--- config.mk ---
export PLATFORM = sky130hd
export DESIGN_NAME = combo_encoder
export DESIGN_NICKNAME = d
export VERILOG_FILES = /design/src/rtl/combo_encoder.sv
export SDC_FILE = /design/constraint.sdc
export NUM_CORES = 1
export LEC_CHECK = 0
export CELL_PAD_IN_SITES_DETAIL_PLACEMENT = 2
export CELL_PAD_IN_SITES_GLOBAL_PLACEMENT = 2
export CORE_MARGIN = 2
export CORE_UTILIZATION = 30
export DETAILED_ROUTE_END_ITERATION = 7
export PLACE_DENSITY = 0.74
export SLEW_MARGIN = 40
export SYNTH_ARGS = -nofsm -noshare
export SYNTH_HDL_FRONTEND = slang
export SYNTH_SLANG_ARGS = --single-unit
--- constraint.sdc ---
create_clock -name clk -period 2.85 [get_ports clk]
set_input_delay 0.4275 -clock clk [delete_from_list [all_inputs] [get_ports clk]]
set_output_delay 0.4275 -clock clk [all_outputs]
set_load 0.03 [all_outputs]
--- src/rtl/combo_encoder.sv ---
// -----------------------------------------------------------------------------
// combo_encoder
//
// Registered 8-to-3 encoder with stability filtering and a valid/ack handshake.
// The eight combo request lines are sampled every edge. A non-zero pattern must
// stay unchanged for STABLE_CYCLES consecutive samples before it is acted upon:
//   - one-hot pattern   -> its bit index is presented on {up,left,right} with
//                          valid held high until the consumer acks;
//   - multi-hot pattern -> a one-cycle error pulse, code left untouched.
// After either outcome the block waits for all lines to be released, so a held
// combo produces exactly one event.
//
// Parameters
//   STABLE_CYCLES : consecutive identical samples needed (2 .. 2^CNT_W-1)
//   CNT_W         : width of the stability counter
//
// Ports
//   clk            in  : clock, rising edge
//   rst_n          in  : synchronous active-low reset
//   enable         in  : block enable; low aborts anything in progress
//   combo0..combo7 in  : combo request lines, line i encodes as code i
//   ack            in  : consumer accepts the presented code (while valid)
//   up/left/right  out : code bits 2/1/0, hold the last accepted code
//   valid          out : code is new and not yet acknowledged
//   error          out : one-cycle pulse on a stable multi-hot pattern
// -----------------------------------------------------------------------------
module combo_encoder #(
    parameter int STABLE_CYCLES = 4,
    parameter int CNT_W         = 8
) (
    input  logic clk,
    input  logic rst_n,
    input  logic enable,
    input  logic combo0,
    input  logic combo1,
    input  logic combo2,
    input  logic combo3,
    input  logic combo4,
    input  logic combo5,
    input  logic combo6,
    input  logic combo7,
    input  logic ack,
    output logic up,
    output logic left,
    output logic right,
    output logic valid,
    output logic error
);

    typedef enum logic [1:0] {
        IDLE,
        SETTLE,
        PRESENT,
        WAIT_RELEASE
    } state_t;

    // Counter value at which the current sample is the last one needed.
    localparam logic [CNT_W-1:0] CNT_LAST = CNT_W'(STABLE_CYCLES - 1);
    localparam logic [CNT_W-1:0] CNT_ONE  = CNT_W'(1);

    // True when exactly one bit of v is set.
    function automatic logic is_one_hot(input logic [7:0] v);
        return (v != 8'd0) && ((v & (v - 8'd1)) == 8'd0);
    endfunction

    // Index of the highest set bit; only used on one-hot values.
    function automatic logic [2:0] bit_index(input logic [7:0] v);
        logic [2:0] idx;
        idx = 3'd0;
        for (int i = 0; i < 8; i++) begin
            if (v[i]) begin
                idx = 3'(i);
            end
        end
        return idx;
    endfunction

    state_t           state;
    state_t           state_next;
    logic [7:0]       s;
    logic [7:0]       cand;
    logic [7:0]       cand_next;
    logic [CNT_W-1:0] cnt;
    logic [CNT_W-1:0] cnt_next;
    logic [2:0]       code;
    logic [2:0]       code_next;
    logic             valid_next;
    logic             error_next;

    // ---- input sampling stage: the FSM only ever looks at s ----
    always_ff @(posedge clk) begin
        if (!rst_n) begin
            s <= 8'd0;
        end else begin
            s <= {combo7, combo6, combo5, combo4, combo3, combo2, combo1, combo0};
        end
    end

    // ---- control stage: state and registered outputs ----
    always_ff @(posedge clk) begin
        if (!rst_n) begin
            state <= IDLE;
            cand  <= 8'd0;
            cnt   <= '0;
            code  <= 3'd0;
            valid <= 1'b0;
            error <= 1'b0;
        end else begin
            state <= state_next;
            cand  <= cand_next;
            cnt   <= cnt_next;
            code  <= code_next;
            valid <= valid_next;
            error <= error_next;
        end
    end

    always_comb begin
        state_next = state;
        cand_next  = cand;
        cnt_next   = cnt;
        code_next  = code;
        valid_next = valid;
        error_next = 1'b0;

        if (!enable) begin
            // Abort: code bits are deliberately left alone.
            state_next = IDLE;
            valid_next = 1'b0;
            cnt_next   = '0;
        end else begin
            unique case (state)
                IDLE: begin
                    if (s != 8'd0) begin
                        state_next = SETTLE;
                        cand_next  = s;
                        cnt_next   = CNT_ONE;
                    end
                end

                SETTLE: begin
                    if (s == 8'd0) begin
                        state_next = IDLE;
                        cnt_next   = '0;
                    end else if (s != cand) begin
                        // Pattern moved: start counting the new one from scratch.
                        cand_next = s;
                        cnt_next  = CNT_ONE;
                    end else if (cnt < CNT_LAST) begin
                        cnt_next = cnt + CNT_ONE;
                    end else if (is_one_hot(cand)) begin
                        code_next  = bit_index(cand);
                        valid_next = 1'b1;
                        cnt_next   = '0;
                        state_next = PRESENT;
                    end else begin
                        error_next = 1'b1;
                        cnt_next   = '0;
                        state_next = WAIT_RELEASE;
                    end
                end

                PRESENT: begin
                    // Inputs are ignored until the consumer takes the code.
                    if (ack) begin
                        valid_next = 1'b0;
                        state_next = WAIT_RELEASE;
                    end
                end

                WAIT_RELEASE: begin
                    if (s == 8'd0) begin
                        state_next = IDLE;
                    end
                end

                default: begin
                    state_next = IDLE;
                end
            endcase
        end
    end

    assign up    = code[2];
    assign left  = code[1];
    assign right = code[0];

endmodule

**Register map, names as in the netlist**

Drawn at 4 px/um. Other sequential cells in the stronger grey, the rest of the logic in the fainter grey.
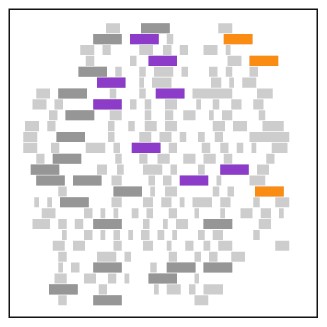
legend:
  `code`:
    colour: orange
    flops: 3
  `cand`:
    colour: purple
    flops: 8
not coloured: 20
flop share of the area: 0.324
sequential power: 0.469 mW
fin util: 0.375

**Cell sizes after repair**

Drawn at 6 px/um.
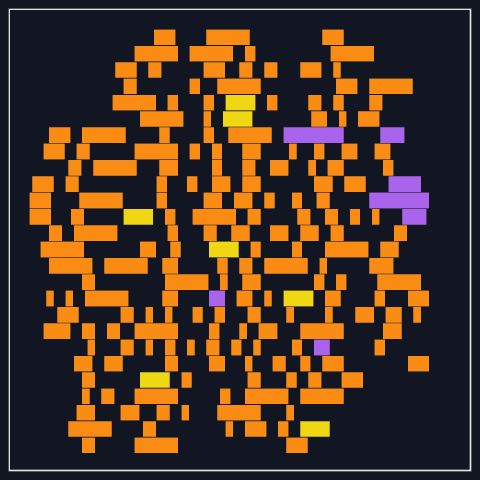
legend:
  x1 and smaller:
    colour: orange
    cells: 186
    share: 93%
  x3 and x4:
    colour: purple
    cells: 7
    share: 3.5%
  x6 and larger:
    colour: yellow
    cells: 7
    share: 3.5%

**Track usage over the die**

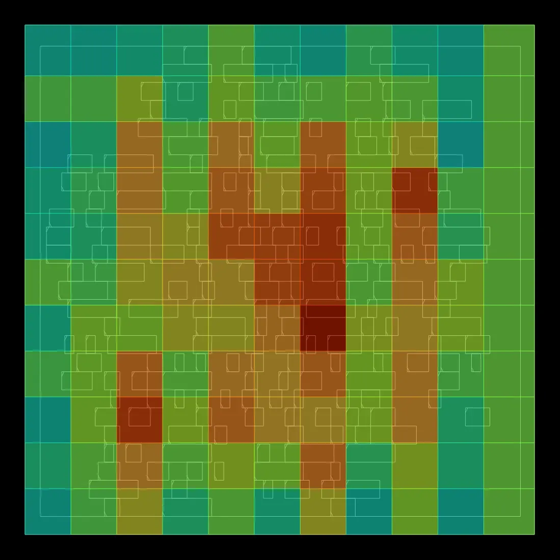
per-cell routed wire length: 18.1 um
met1 GRT Util: 0.216
GR Util met3: 0.0379
global-route usage over all layers: 0.183

==> CHANGELOG.md <==
### Changed

* Largest net degree at the start of global routing at 14
* Yosys simple share at 0.282
* Wire length on met1 at 2.13 mm
* Pre-CTS setup slack at between 0.5 and 0.6 ns
* XOR-XNOR Cells, Area Fraction at 0.0609
* Comb group at 0.132 mW
* DRT Wirelength at 4.88 mm
* Cell with the most instances after synthesis: dfxtp_1
* FFs & Latches at 31
* Worst r2r src: cand[7]
* Layout cells sized above 1 at 0.0700
* Commonest non-fill, non-tap cells in the layout: dfxtp_1 (31), clkdlybuf4s50_1 (16), a21oi_1 (14), o21ai_0 (12), nand3_1 (12)
* Worst Setup Path Type: flop to flop
* Top flop regs: cand: 8 flops, cnt: 8 flops, s: 8 flops
* Largest logic family: simple AND/OR/NAND/NOR gates
* Reg2reg end: code[0]
* CTS sink count at 31
* Crit path capture: code[0]
* Worst Setup SP: cand[7]
* Peak supply drop at 0.210 mV
* Setup TNS Final at 0 ns
* Dpl cells at around 260
* Non-clock buffering overhead at 0.0914
* CP cell instances: xnor2_1 > and3_1 > nand4_1 > a2111oi_4 > mux2i_1
* Compound Share, Synth at 0.194
* Synth cell types at 43
* Worst hold slack at roughly 0.46 ns
* Mapped Nets at 194
* Critical Path Fanout Max at 12
* Antenna Cells at 0
* Power per cell area at 515 nW/um^2
* Setup slack, reg-to-reg at 0.44 ns
* CTS tree: yes
* Area fraction in mux cells at 0.0285
* Data arrival, critical path at 2.62 ns
* RSZ-0062 raised after global routing: no
* Cell count in the Yosys report at 181
* Die width at 76.6 um
* Inverters at 4
* Max frequency at 415 MHz
* Multi-In Gates at 139
* Nets at between 200 and 250
* Final WS setup at 0.439 ns
* Number of buffers created by CTS at 5
* Dominant logic cell type in the layout: dfxtp_1
* EDFF count, synth at 0
* Well Taps at 70
* # hold bufs at CTS at 0
* Endpoints failing setup at 0
* Combinational share of cell area at 0.479
* Slew HR at 0.527
* Seq pwr share at 0.476
* Non-filler cells, final at roughly 270
* H-tree levels at 2
* Core area at 5110 um^2
* Total congestion overflow at 0
* Critical path buffer and inverter count at 0
* Crit path required time at 3.06 ns
* Cycle use final at 0.846
* Max-area cell share at 0.392
* Hold Crit Depth at 2
* Worst Max-Slew Pin Slew at 0.707 ns
* Grt peak-use layer: met2
* WL met3 at 115 um
* Max-cap violations at 0
* Hold Crit Class: flop to flop
* Worst hold path startpoint: code[2]
* Startpoint types: flop
* Main area contributors: dfxtp_1 (39%), a21oi_1 (4.4%), xnor2_1 (4.4%), and2_1 (4.0%), nand3_1 (3.8%)
* IO buf count at 16
* Drt drc at 0
* Synth-to-layout area growth at 21.1%
* Switching Share at 0.264
* Pint at 0.726 mW
* I/O Pins at 17
* CTS max path bufs at 2
* Floorplan core density at 0.310
* CP top delay family: simple AND/OR/NAND/NOR gates
* Leakage power at 0.645 nW
* Antenna-violating nets left at 0
* Chip area at around 5900 um^2
* Initial DRT Pass Iterations at 4
* Worst path depth at 5
* Top class by area: logic gates
* Reg area at approximately 620 um^2
* YS chip area at 1580 um^2
* Async SR Flop Fraction at 0
* RD Place Congestion at 0.799
* DRT iter0 DRCs at 42
* DP Area at 1820 um^2
* Worst-path clk slew at 0.07 ns
* Global-route wire length before repair at 8.40 mm
* R2R depth at 5
* Yosys warning count at 0
* Non-clock buffer count at 18
* CTS root buffer: clkbuf_8
* Max-slew violations at 0
* Ys flops at 31
* Worst Skew at 0.00543 ns
* Post-CTS Setup Bufs at 0
* Power Clock at 0.386 mW
* Vias at 1457
* Fillcell total at 577
* DP HPWL at roughly 3.6 mm
* CLK BUF at 8
* Hold EP: code[2]
* Post-route cell area at 1920 um^2
* Comb pwr share at 0.133
* Comb gate area at 918 um^2
* Row cnt at 26
* Max power group: sequential cells
* Final Hold Fails at 0
* Clk tree area frac at 0.0522
* Post-synthesis adder-cell area fraction at 0.0142
* Most frequent cells after synthesis: dfxtp_1 (31), a21oi_1 (14), nand3_1 (12), o21ai_0 (12), nand2_1 (11)
* Top routing layer in use: met4
* Die extent in y at about 77 um
* Slowest cell on the critical path: a2111oi_4
* Tool Warnings at 26
* Gate Count Post-Synth at 181
* Top_reg_cell synth: dfxtp_1
* Worst skew pair latency at 0.29 ns
* Met2 WL at 2.58 mm
* Period minus WS final at 2.41 ns
* Switch Pwr at approximately 0.26 mW
* Mapped Area at 1580 um^2
* Yosys top cell by area: dfxtp_1
* Register share after synthesis at 0.392
* CP max stage delay at 0.56 ns
* Met2 global-route usage at 0.320
* Clock Power Share at 0.391
* Status: completed
* Crit. End Element: flop
* CTS resizes at 0
* Syn Area/Cell at slightly below 9 um^2
No activity file was given, so power comes from the tool's default toggle rates.
